==> src/rtl/serial_adder_pkg.sv <==
// serial_adder_pkg: shared state encoding and sizing helpers for the
// digit-serial adder/subtractor (serial_adder).
package serial_adder_pkg;

  typedef enum logic [1:0] {
    IDLE = 2'd0,
    RUN  = 2'd1,
    DONE = 2'd2
  } state_t;

  // Number of DIGIT-wide beats needed to cover a WIDTH-bit operand.
  function automatic int nbeats(input int width, input int digit);
    return width / digit;
  endfunction

  // Beat counter width; never narrower than one bit so a single-beat
  // configuration still has a legal counter.
  function automatic int cnt_width(input int n);
    return (n <= 1) ? 1 : $clog2(n);
  endfunction

endpackage

==> src/rtl/serial_adder_digit_adder.sv <==
// digit_adder: combinational DIGIT-bit ripple of full-adder cells.
// c_msb_in exposes the carry into the top cell so overflow can be
// cross-checked against the carry out.
module digit_adder #(
  parameter int DIGIT = 4
) (
  input  logic [DIGIT-1:0] x,
  input  logic [DIGIT-1:0] y,
  input  logic             ci,
  output logic [DIGIT-1:0] s,
  output logic             co,
  output logic             c_msb_in
);

  // Ripple the carry through one full-adder cell per bit.
  always_comb begin
    logic c;
    s        = '0;
    c_msb_in = 1'b0;
    c        = ci;
    for (int i = 0; i < DIGIT; i++) begin
      if (i == DIGIT - 1) c_msb_in = c;
      s[i] = x[i] ^ y[i] ^ c;
      c    = (x[i] & y[i]) | (x[i] & c) | (y[i] & c);
    end
    co = c;
  end

endmodule

==> src/rtl/serial_adder.sv <==
// serial_adder: WIDTH-bit adder/subtractor processed DIGIT bits per clock,
// least-significant digit first, with valid/ready on both sides.
// Optional macro SERIAL_ADDER_SAT_EN: saturate sum on signed overflow.
module serial_adder
  import serial_adder_pkg::*;
#(
  parameter int WIDTH = 32,
  parameter int DIGIT = 4
) (
  input  logic             clk,
  input  logic             rst_n,
  input  logic             in_valid,
  output logic             in_ready,
  input  logic [WIDTH-1:0] a,
  input  logic [WIDTH-1:0] b,
  input  logic             cin,
  input  logic             sub,
  output logic             out_valid,
  input  logic             out_ready,
  output logic [WIDTH-1:0] sum,
  output logic             cout,
  output logic             ovf
);

  localparam int NBEATS = nbeats(WIDTH, DIGIT);
  localparam int CNT_W  = cnt_width(NBEATS);

  state_t                  r_state, w_next;
  logic [CNT_W-1:0]        r_cnt;
  logic [WIDTH-1:0]        r_a, r_b, r_acc;
  logic                    r_carry, r_a_msb, r_b_msb;
  logic [WIDTH-1:0]        r_sum;
  logic                    r_cout, r_ovf;

  logic [DIGIT-1:0]        w_s;
  logic                    w_co, w_c_msb_in;
  logic                    w_accept, w_last, w_ovf;
  logic [WIDTH-1:0]        w_b_in, w_acc_next, w_result;
  logic [WIDTH+DIGIT-1:0]  w_cat;

  digit_adder #(.DIGIT(DIGIT)) u_digit (
    .x        (r_a[DIGIT-1:0]),
    .y        (r_b[DIGIT-1:0]),
    .ci       (r_carry),
    .s        (w_s),
    .co       (w_co),
    .c_msb_in (w_c_msb_in)
  );

  assign w_accept   = in_valid && in_ready;
  assign w_last     = (r_cnt == CNT_W'(NBEATS - 1));
  assign w_b_in     = sub ? ~b : b;
  // New digit enters at the top; after NBEATS beats the LSD sits at bit 0.
  assign w_cat      = {w_s, r_acc};
  assign w_acc_next = w_cat[WIDTH+DIGIT-1:DIGIT];
  assign w_ovf      = (r_a_msb == r_b_msb) && (w_acc_next[WIDTH-1] != r_a_msb);

`ifdef SERIAL_ADDER_SAT_EN
  logic [WIDTH-1:0] w_sat;
  assign w_sat    = r_a_msb ? {1'b1, {(WIDTH-1){1'b0}}} : {1'b0, {(WIDTH-1){1'b1}}};
  assign w_result = w_ovf ? w_sat : w_acc_next;
`else
  assign w_result = w_acc_next;
`endif

  // State register.
  always_ff @(posedge clk) begin
    if (!rst_n) r_state <= IDLE;
    else        r_state <= w_next;
  end

  // Next-state and handshake outputs.
  always_comb begin
    w_next    = r_state;
    in_ready  = 1'b0;
    out_valid = 1'b0;
    case (r_state)
      IDLE: begin
        in_ready = 1'b1;
        if (in_valid) w_next = RUN;
      end
      RUN: begin
        if (w_last) w_next = DONE;
      end
      DONE: begin
        out_valid = 1'b1;
        if (out_ready) w_next = IDLE;
      end
      default: w_next = IDLE;
    endcase
  end

  // Control-side datapath state: counter, carry, operand MSBs and results.
  always_ff @(posedge clk) begin
    if (!rst_n) begin
      r_cnt   <= '0;
      r_carry <= 1'b0;
      r_a_msb <= 1'b0;
      r_b_msb <= 1'b0;
      r_sum   <= '0;
      r_cout  <= 1'b0;
      r_ovf   <= 1'b0;
    end else if (r_state == IDLE) begin
      if (w_accept) begin
        r_cnt   <= '0;
        r_carry <= sub ? 1'b1 : cin;
        r_a_msb <= a[WIDTH-1];
        r_b_msb <= w_b_in[WIDTH-1];
      end
    end else if (r_state == RUN) begin
      r_cnt   <= r_cnt + CNT_W'(1);
      r_carry <= w_co;
      if (w_last) begin
        assert (w_ovf == (w_co ^ w_c_msb_in));
        r_sum  <= w_result;
        r_cout <= w_co;
        r_ovf  <= w_ovf;
      end
    end
  end

  // Operand and partial-sum shift registers; contents are don't-care
  // outside RUN so they carry no reset.
  always_ff @(posedge clk) begin
    if (r_state == IDLE && w_accept) begin
      r_a <= a;
      r_b <= w_b_in;
    end else if (r_state == RUN) begin
      r_a   <= r_a >> DIGIT;
      r_b   <= r_b >> DIGIT;
      r_acc <= w_acc_next;
    end
  end

  assign sum  = r_sum;
  assign cout = r_cout;
  assign ovf  = r_ovf;

endmodule

==> config.mk <==
export PLATFORM = sky130hd
export DESIGN_NAME = serial_adder
export DESIGN_NICKNAME = d
export VERILOG_FILES = /design/src/rtl/serial_adder_pkg.sv /design/src/rtl/serial_adder_digit_adder.sv /design/src/rtl/serial_adder.sv
export SDC_FILE = /design/constraint.sdc
export NUM_CORES = 1
export LEC_CHECK = 0
export CAP_MARGIN = 10
export CELL_PAD_IN_SITES_DETAIL_PLACEMENT = 0
export CELL_PAD_IN_SITES_GLOBAL_PLACEMENT = 1
export CORE_MARGIN = 1.5
export CORE_UTILIZATION = 37
export CTS_CLUSTER_DIAMETER = 30
export CTS_CLUSTER_SIZE = 25
export DETAILED_ROUTE_END_ITERATION = 16
export HOLD_SLACK_MARGIN = 0.02
export PLACE_DENSITY = 0.77
export SETUP_SLACK_MARGIN = 0.02
export SYNTH_ARGS = -nofsm -noshare
export SYNTH_HDL_FRONTEND = slang
export SYNTH_HIERARCHICAL = 1
export SYNTH_SLANG_ARGS = --single-unit
==> constraint.sdc <==
create_clock -name clk -period 2.3 [get_ports clk]
set_input_delay 0.46 -clock clk [delete_from_list [all_inputs] [get_ports clk]]
set_output_delay 0.46 -clock clk [all_outputs]
set_load 0.1 [all_outputs]
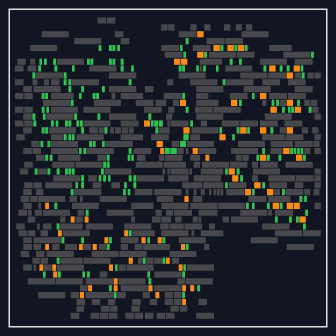
*Gate families picked out*
[green] nand cells | cells: 187
[orange] aoi and oai cells | cells: 67 | where: widely spread
Final Non-Filler Cells: 798
Comb/total area: 0.236
most frequent logic cell in the layout: nand2_1

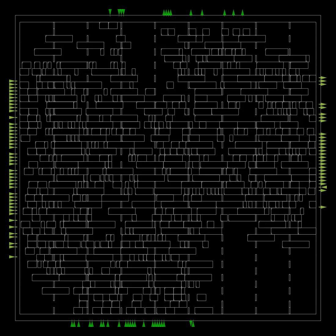
*Cell outlines without signal wires*
Final Util: 0.504
Core ar.: 14500 µm²
Filler cells: 1363
fraction of area in registers: 0.492
FFs & Latches: 134

==> reports/results.ini <==
[outcome]
outcome = complete, but fails checks
violations = setup timing

[clock_tree]
h-tree-depth = 4
cts_tree = built
cts-root-buf = clkbuf_16
cts_hold_buf = 0
post_cts.repair.setup_buffers = 1
cts_buffers = 17
clk_latency_ps = 420
cts_sinks = 134
ctsResizeCount = 0
path_clk_slew_ps = 60

[logic_synthesis]
synth_flops = 134
ys.flop_type = edfxtp_1
syn_avg_cell_area_um2 = 11.2
top_area_cell = edfxtp_1
ys_top_logic_family = simple AND/OR/NAND/NOR gates
synth-compound-area-share = 0.0870
area_leaders = edfxtp_1, dfxtp_1, nand2_1, xnor2_1, a21boi_0
syn_inst = 492
edf_count = 92
synth-xor-area-share = 0.0507
ys_types = 32
synth_adder_area_share = 0.0190
ys_cells = 492
yosys.area_share.simple = 0.151
ys_chip_area_um2 = 5530
synth.area.mux_share = 0
synth.top_cells.by_count = nand2_1, edfxtp_1, dfxtp_1, a21boi_0, xnor2_1
top_cell_area_share = 0.500
ys_seq_frac = 0.652
most_common_cell = nand2_1
netlist_area_um2 = 5530
floorplan.nets = 568
async_reset_ff_frac = 0
yosys_warnings = 6

[flow_run]
maxCapViolations = 0
log.warning_count = 29

[worst_setup_path]
cpMostUsedCell = inv_2
r2r-end = ovf
path_class = reg -> reg
startpoint = r_b[0]
slowest_stage = fa_1
r2r_start = r_b[0]
required_ps = 2640
critical_path.max_fanout = 2
reg2regPathDepth = 10
r2r_slack_ps = -150
crit_arrival_ps = 2790
max_stage_delay_ps = 420
crit_path_end_kind = flip-flop
crit_chain = inv_2, fa_2, inv_2, fa_2, fa_2, inv_2, fa_1, inv_2, or3b_4, a31oi_1
endpoint = ovf
cp-start-kind = flip-flop

[place]
hpwl_um = 7070
place_congestion = 0.738
placed_area_um2 = 6720
dp_cells = 765
port_buffers = 105
place_ws_ps = -194

[sta]
setup_viol = 2
min_period_over_period = 1.07
rsz0062_at_grt = true
drv_slew = 0
finalSetupTns_ps = -160
finalWorstSetupSlack_ps = -154
whs_ps = 450
finClkSkew_ps = 8.55
finalHoldViolCount = 0
relSlewSlack = 0.393
fmax_mhz = 408
fin_crit_ps = 2450

[final_layout]
clockNetworkAreaShare = 0.0793
combGateArea_um2 = 1720
fin_area_um2 = 7320
n_clock_buffer = 23
buffer_area_frac = 0.155
logic_gates = 316
seq_area_um2 = 3600
layout.nets = 677
final_cell_mix = nand2_1, edfxtp_1, clkdlybuf4s50_1
area_delta_synth_final_pct = 32.5
num-nonclk-buffers = 120
insertedDiodeCount = 0
top_area_cell_class = registers
inverters_excl_clock = 12
drive_gt1_frac = 0.161

[detailed_routing]
vias_per_cell = 4.58
first_pass_iters = 4
drt_iter0_drc = 251
wl_per_cell_um = 13.1
vias = 3653
routed_wl_um = 10400

[die]
die_width_um = 125
die_area_um2 = 15700
die_height_um = 125
num_rows = 44
initial_core_util = 0.380
io_pins = 106
nWellTaps = 184

[global_route]
grt_max_degree = 39
antenna_found_initial = 0
grt_pass1_vias = 3607
grt_first_pass_wirelength_um = 17400
overflow = 0

[power]
clock_power_share = 0.423
pg_clk_mw = 2.61
p_comb_mw = 0.639
p_leak_nw = 2.84
swShare = 0.218
power-top-group = sequential cells
power_density_nw_per_um2 = 843
power_mw = 6.17
switchingPower_mw = 1.34
ir_worst_vdd_uv = 665
seqPwrFrac = 0.473
power_frac_comb = 0.104
intPower_mw = 4.83

[hold_path]
hold_depth = 0
hp-start = r_acc[23]
min_to = r_acc[19]
hold_class = reg -> reg

## registers in the layout, indices dropped and copies added (netlist names)
name	flops
r_a	32
ovf	1
r_b_msb	1
r_carry	1
r_state	2
r_acc	28
cout	1
sum	32
r_cnt	3
r_a_msb	1
r_b	32
## worst max-delay path: cells and delay by family, from the launching register on
kind | cells | cell delay [ps]
AOI/OAI and AO/OA | 1 | 150
adders and majority gates | 4 | 1280
buffers and inverters | 4 | 240
DFF | 1 | 380
and+or+nand+nor | 1 | 360
## layer usage
layer | GRT usage | up-vias | part of all wire
met5 | 0 | - | 0
met4 | 0.0521 | 0 | 0.017
met3 | 0.0582 | 17 | 0.063
met2 | 0.213 | 91 | 0.45
met1 | 0.180 | 1682 | 0.47
li1 | - | 1863 | -
Power and IR drop assume default switching activity.
